### src/rtl/dunit_ctrl.sv
// dunit_ctrl -- serial debug-unit controller.
//
// Receives command bytes over a byte stream and drives the pipeline's debug
// hooks:
//   'L' (0x4C) : load N instruction words (4 bytes each, little-endian) into
//                instruction memory while the PC is held at zero.
//   'R' (0x52) : run the pipeline until it reports HALT, then dump state.
//   'S' (0x53) : advance the pipeline by exactly one clock, then dump state.
// A dump sends every register-file word as 4 bytes, LSB first.
//
// Optional feature macro: DUNIT_MEM_DUMP_EN
//   When defined, the dump continues with data-memory words
//   0..N_MEM_WORDS-1 (byte address = index*4) in the same 4-byte format.
//   When undefined, the dump ends after the register file and
//   i_dunit_mem_data is ignored.
`timescale 1ns/1ps

module dunit_ctrl #(
  parameter int NB_REG      = 32,
  parameter int NB_BYTE     = 8,
  parameter int N_REGS      = 32,
  parameter int N_MEM_WORDS = 32
) (
  input  logic               i_clk,
  input  logic               i_reset,
  input  logic [NB_BYTE-1:0] i_rx_data,
  input  logic               i_rx_valid,
  output logic [NB_BYTE-1:0] o_tx_data,
  output logic               o_tx_valid,
  input  logic               i_tx_ready,
  output logic               o_dunit_clk_en,
  output logic               o_dunit_reset_pc,
  output logic               o_dunit_w_mem,
  output logic [NB_REG-1:0]  o_dunit_addr,
  output logic [NB_REG-1:0]  o_dunit_data_if,
  input  logic [NB_REG-1:0]  i_dunit_reg,
  input  logic [NB_REG-1:0]  i_dunit_mem_data,
  input  logic               i_halt,
  output logic               o_busy
);

  // Bytes per datapath word and the counter widths derived from it.
  localparam int BYTES_PER_WORD = NB_REG / NB_BYTE;
  localparam int BCW            = (BYTES_PER_WORD > 1) ? $clog2(BYTES_PER_WORD) : 1;
  localparam int MAX_WORDS      = (N_REGS > N_MEM_WORDS) ? N_REGS : N_MEM_WORDS;
  localparam int DIW            = $clog2(MAX_WORDS + 1);

  localparam logic [NB_BYTE-1:0] CMD_LOAD = NB_BYTE'(8'h4C);
  localparam logic [NB_BYTE-1:0] CMD_RUN  = NB_BYTE'(8'h52);
  localparam logic [NB_BYTE-1:0] CMD_STEP = NB_BYTE'(8'h53);

  typedef enum logic [2:0] {
    IDLE,
    LD_CNT,
    LD_BYTE,
    LD_WR,
    RUN,
    STEP,
    DUMP_SET,
    DUMP_TX
  } state_t;

  state_t state;
  state_t state_next;

  // Load path: word count, word index, byte lane and the word being built.
  logic [7:0]         ld_cnt;
  logic [7:0]         ld_idx;
  logic [BCW-1:0]     byte_cnt;
  logic [NB_REG-1:0]  asm_word;
  logic               reset_pc;

  // Dump path: word index, read-settle flag, captured word, phase select.
  logic [DIW-1:0]     dump_idx;
  logic               dump_wait;
  logic [NB_REG-1:0]  tx_word;
  logic               dump_mem;

  // Decoded conditions shared by the FSM and the datapath.
  logic cmd_valid_idle;
  logic cmd_load;
  logic byte_last;
  logic ld_last;
  logic tx_fire;
  logic dump_last;
  logic dump_done;
  logic [NB_REG-1:0] capture_word;

  assign cmd_valid_idle = (state == IDLE) && i_rx_valid;
  assign cmd_load       = cmd_valid_idle && (i_rx_data == CMD_LOAD);
  assign byte_last      = (byte_cnt == BCW'(BYTES_PER_WORD - 1));
  assign ld_last        = (({1'b0, ld_idx} + 9'd1) == {1'b0, ld_cnt});
  assign tx_fire        = (state == DUMP_TX) && i_tx_ready;

`ifdef DUNIT_MEM_DUMP_EN
  // Register phase ends at N_REGS-1, memory phase at N_MEM_WORDS-1; only the
  // end of the memory phase finishes the dump.
  assign dump_last    = dump_mem ? (dump_idx == DIW'(N_MEM_WORDS - 1))
                                 : (dump_idx == DIW'(N_REGS - 1));
  assign dump_done    = dump_mem && dump_last;
  assign capture_word = dump_mem ? i_dunit_mem_data : i_dunit_reg;
`else
  // Register file only: the memory phase never starts.
  logic unused_mem_data;
  assign unused_mem_data = ^i_dunit_mem_data;
  assign dump_mem        = 1'b0;
  assign dump_last       = (dump_idx == DIW'(N_REGS - 1));
  assign dump_done       = dump_last;
  assign capture_word    = i_dunit_reg;
`endif

  // State register; reset aborts any load, run or dump in progress.
  always_ff @(posedge i_clk or negedge i_reset) begin
    if (!i_reset) begin
      state <= IDLE;
    end else begin
      // NOTE: sequential state always uses non-blocking assignment so every
      // flop samples the pre-edge values, independent of block ordering.
      state <= state_next;
    end
  end

  // Next-state and Moore outputs decoded from the current state.
  always_comb begin
    // NOTE: every output gets a default before the case so no path leaves a
    // signal unassigned, which would otherwise infer a latch.
    state_next     = state;
    o_busy         = (state != IDLE);
    o_dunit_clk_en = 1'b0;
    o_dunit_w_mem  = 1'b0;
    o_tx_valid     = 1'b0;
    o_dunit_addr   = '0;

    case (state)
      IDLE: begin
        if (i_rx_valid) begin
          if (i_rx_data == CMD_LOAD) begin
            state_next = LD_CNT;
          end else if (i_rx_data == CMD_RUN) begin
            // A pipeline already halted gets no enable cycle at all.
            state_next = i_halt ? DUMP_SET : RUN;
          end else if (i_rx_data == CMD_STEP) begin
            state_next = STEP;
          end
        end
      end

      LD_CNT: begin
        if (i_rx_valid) begin
          state_next = (i_rx_data == '0) ? IDLE : LD_BYTE;
        end
      end

      LD_BYTE: begin
        if (i_rx_valid && byte_last) begin
          state_next = LD_WR;
        end
      end

      LD_WR: begin
        o_dunit_w_mem = 1'b1;
        o_dunit_addr  = NB_REG'({ld_idx, 2'b00});
        state_next    = ld_last ? IDLE : LD_BYTE;
      end

      RUN: begin
        o_dunit_clk_en = 1'b1;
        if (i_halt) begin
          state_next = DUMP_SET;
        end
      end

      STEP: begin
        o_dunit_clk_en = 1'b1;
        state_next     = DUMP_SET;
      end

      DUMP_SET: begin
        o_dunit_addr = dump_mem ? NB_REG'({dump_idx, 2'b00}) : NB_REG'(dump_idx);
        if (dump_wait) begin
          state_next = DUMP_TX;
        end
      end

      DUMP_TX: begin
        o_tx_valid   = 1'b1;
        o_dunit_addr = dump_mem ? NB_REG'({dump_idx, 2'b00}) : NB_REG'(dump_idx);
        if (tx_fire && byte_last) begin
          state_next = dump_done ? IDLE : DUMP_SET;
        end
      end

      default: begin
        state_next = IDLE;
      end
    endcase
  end

  // Load counters, word assembly, PC hold, dump index and word capture.
  always_ff @(posedge i_clk or negedge i_reset) begin
    if (!i_reset) begin
      reset_pc  <= 1'b0;
      ld_cnt    <= '0;
      ld_idx    <= '0;
      byte_cnt  <= '0;
      asm_word  <= '0;
      dump_idx  <= '0;
      dump_wait <= 1'b0;
      tx_word   <= '0;
`ifdef DUNIT_MEM_DUMP_EN
      dump_mem  <= 1'b0;
`endif
    end else begin
      case (state)
        IDLE: begin
          // PC hold rises with 'L' and lasts through the first idle cycle
          // after the final write, then releases.
          reset_pc  <= cmd_load;
          byte_cnt  <= '0;
          dump_idx  <= '0;
          dump_wait <= 1'b0;
`ifdef DUNIT_MEM_DUMP_EN
          dump_mem  <= 1'b0;
`endif
        end

        LD_CNT: begin
          if (i_rx_valid) begin
            ld_cnt   <= 8'(i_rx_data);
            ld_idx   <= '0;
            byte_cnt <= '0;
          end
        end

        LD_BYTE: begin
          if (i_rx_valid) begin
            asm_word[int'(byte_cnt) * NB_BYTE +: NB_BYTE] <= i_rx_data;
            byte_cnt <= byte_last ? '0 : byte_cnt + BCW'(1);
          end
        end

        LD_WR: begin
          ld_idx <= ld_idx + 8'd1;
        end

        DUMP_SET: begin
          // First cycle presents the address, second cycle captures data.
          dump_wait <= !dump_wait;
          if (dump_wait) begin
            tx_word <= capture_word;
          end
        end

        DUMP_TX: begin
          if (tx_fire) begin
            byte_cnt <= byte_last ? '0 : byte_cnt + BCW'(1);
            if (byte_last) begin
              if (dump_last) begin
                dump_idx <= '0;
`ifdef DUNIT_MEM_DUMP_EN
                dump_mem <= !dump_mem;
`endif
              end else begin
                dump_idx <= dump_idx + DIW'(1);
              end
            end
          end
        end

        default: begin
        end
      endcase
    end
  end

  assign o_dunit_reset_pc = reset_pc;
  assign o_dunit_data_if  = asm_word;
  assign o_tx_data        = tx_word[int'(byte_cnt) * NB_BYTE +: NB_BYTE];

endmodule

### config.mk
export PLATFORM = sky130hd
export DESIGN_NAME = dunit_ctrl
export DESIGN_NICKNAME = d
export VERILOG_FILES = /design/src/rtl/dunit_ctrl.sv
export SDC_FILE = /design/constraint.sdc
export NUM_CORES = 1
export LEC_CHECK = 0
export ABC_CLOCK_PERIOD_IN_PS = 2400
export CAP_MARGIN = 10
export CORE_ASPECT_RATIO = 0.9
export CORE_MARGIN = 3
export CORE_UTILIZATION = 45
export CTS_BUF_LIST = sky130_fd_sc_hd__clkbuf_4 sky130_fd_sc_hd__clkbuf_8
export CTS_CLUSTER_DIAMETER = 30
export DETAILED_ROUTE_END_ITERATION = 7
export HOLD_SLACK_MARGIN = 0.08
export PLACE_DENSITY = 0.87
export SLEW_MARGIN = 20
export SYNTH_ARGS = -nofsm -noshare
export SYNTH_HDL_FRONTEND = slang
export SYNTH_SLANG_ARGS = --single-unit
### constraint.sdc
create_clock -name i_clk -period 2.4 [get_ports i_clk]
set_clock_uncertainty 0.1 [all_clocks]
set_input_delay 0.24 -clock i_clk [delete_from_list [all_inputs] [get_ports i_clk]]
set_output_delay 0.24 -clock i_clk [all_outputs]
set_load 0.02 [all_outputs]
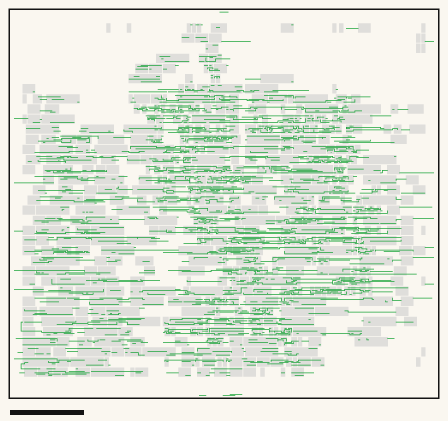
**Above:** signal wires on met1.
Bar = 20 um.
longest straight run: 23.5 um
share of all routed wire: 40%
main direction: horizontal
nets with wire on the layer: 541
wire length on this layer: 4810 um
total wire length: 11900 um
Vias: 3908

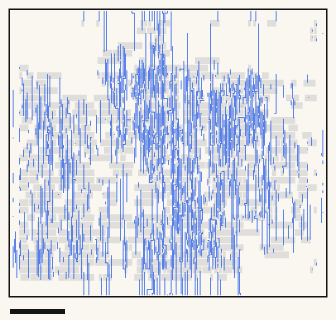
**Above:** met2 routing.
Bar = 20 um.
nets with wire on the layer: 543
main direction: vertical
wire length on this layer: 5920 um

==> qor.yml <==
fillerInstances: 832
hpwl_um: 8830
syn_inst: 470
lay_top_cells: "dfrtp_1 (91), nand2_1 (88), clkdlybuf4s50_1 (85), o21ai_0 (55), mux2_2 (42)"
end_kind: "output port"
grt_max_degree: 65
yosys_cells: 470
antenna_found_initial: 0
pre_cts_ws_ps: 104
drc: 0
htree_levels: 3
grt-ovfl-total: 0
grt_pass1_wl_um: 19400
synth_area_um2: 4810
crit_buf_inv: 2
yosys.area.top_type_share: 0.483
outcome: "complete, no violations"
maxCapViolations: 0
clock_latency_ps: 370
die_x_um: 115
tightest_slew_ps: 525
routed.top_layer: "met4"
dieHeight_um: 104
warning_count: 63
critPathMaxFanout: 18
rsz0062_at_grt: "no"
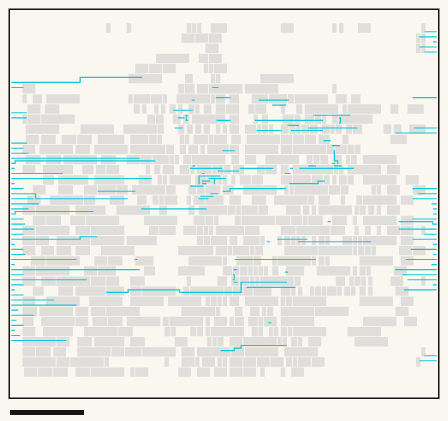
**Above:** signal wires on met3.
Bar = 20 um.
nets with wire on the layer: 114
longest straight run: 37.5 um
wire length on this layer: 961 um
share of all routed wire: 8.1%
GR Util met3: 0.0570

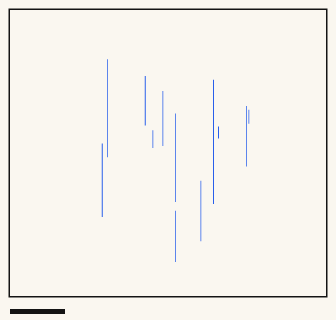
**Above:** M4 wires.
Bar = 20 um.
longest straight run: 44.9 um
wire length on this layer: 253 um
share of all routed wire: 2.1%
nets with wire on the layer: 11

state kept, by name (all words and copies together) (netlist names):
name              cells
byte_cnt              2
dump_idx              6
dump_wait             1
ld_cnt                8
ld_idx                8
o_dunit_data_if      32
o_dunit_reset_pc      1
state                 3
tx_word              32
logic make-up after synthesis:
family,synth area share
AND/OR/NAND/NOR,0.157
flip-flops,0.483
AND-OR/OR-AND,0.110
buffers and inverters,0.0655
multiplexers,0.138
XOR/XNOR,0.0218
adder cells (fa/ha/maj),0.0229
other,0.000779
power breakdown:
group | internal [uW] | switching, uW | leakage, uW | total, uW
clock | 517 | 576 | 0.0000991 | 1090
sequential | 2060 | 391 | 0.00119 | 2450
combinational | 1330 | 1430 | 0.00139 | 2760
final cells by class:
cell class / instances / share of cell area
clock buffer: 10 / 0.0222
clock inverter: 6 / 0.0115
inverter: 13 / 0.00785
multi-input combinational: 341 / 0.364
sequential: 93 / 0.375
tap: 129 / 0.0260
timing repair buffer: 123 / 0.194
metal layers:
layer	track usage	up-vias
li1	-	1819
met1	0.257	1884
met2	0.329	178
met3	0.0570	27
met4	0.0738	0
met5	0	-
worst max-delay path by stage:
| stage | startpoint | endpoint | slack (ps) | cells past startpoint |
|---|---|---|---|---|
| global placement | i_rx_data[5] | state[0]$_DFFE_PN0P_ | 190 | 5 |
| CTS | byte_cnt[0]$_DFFE_PN0P_ | o_tx_data[4] | 8 | 3 |
| floorplan | byte_cnt[1]$_DFFE_PN0P_ | o_dunit_data_if[16]$_DFFE_PN0P_ | 410 | 7 |
| finish | state[1]$_DFFE_PN0P_ | o_tx_valid | 70 | 3 |
| global route | state[0]$_DFFE_PN0P_ | o_dunit_addr[4] | 0.5 | 5 |
| detailed placement | i_rx_data[5] | state[0]$_DFFE_PN0P_ | 100 | 5 |
Yosys cell counts (all sizes together) (5+ instances only):
cell type	instances
a32oi	5
dfrtp	93
o21ai	55
ha	8
nor2	22
xnor2	9
inv	13
mux4	8
nand2	88
mux2	42
and3	8
clkbuf	8
nand3	8
a21oi	5
nor4	6
buf	36
nor3	5
per-stage QoR:
step | utilization | hold WS (ps) | total power, uW
2_1_floorplan | - | -156 | 4240
3_3_place_gp | 0.578 | 85.1 | 5120
3_5_place_dp | 0.578 | 86.3 | 5260
4_1_cts | 0.600 | 227 | 6340
5_1_grt | 0.601 | 258 | 6690
6_report | 0.601 | 227 | 6300
worst reg2reg max path, stage by stage, from the launching register on:
cell      delay [ps]
dfrtp_2          460
buf_12           170
ha_1             240
and2_1           220
o221ai_1         190
a32oi_2          280
mux2_2           370
what timing repair did:
| action | CTS | global route |
|---|---|---|
| setup endpoints to repair | 15 | 6 |
| hold endpoints to repair | 29 | 0 |
| gates resized | 13 | 6 |
| pin swaps | 0 | 0 |
| hold buffers | 1 | 0 |
| gates cloned | 0 | 0 |
Power is estimated from default activity; no workload was simulated.
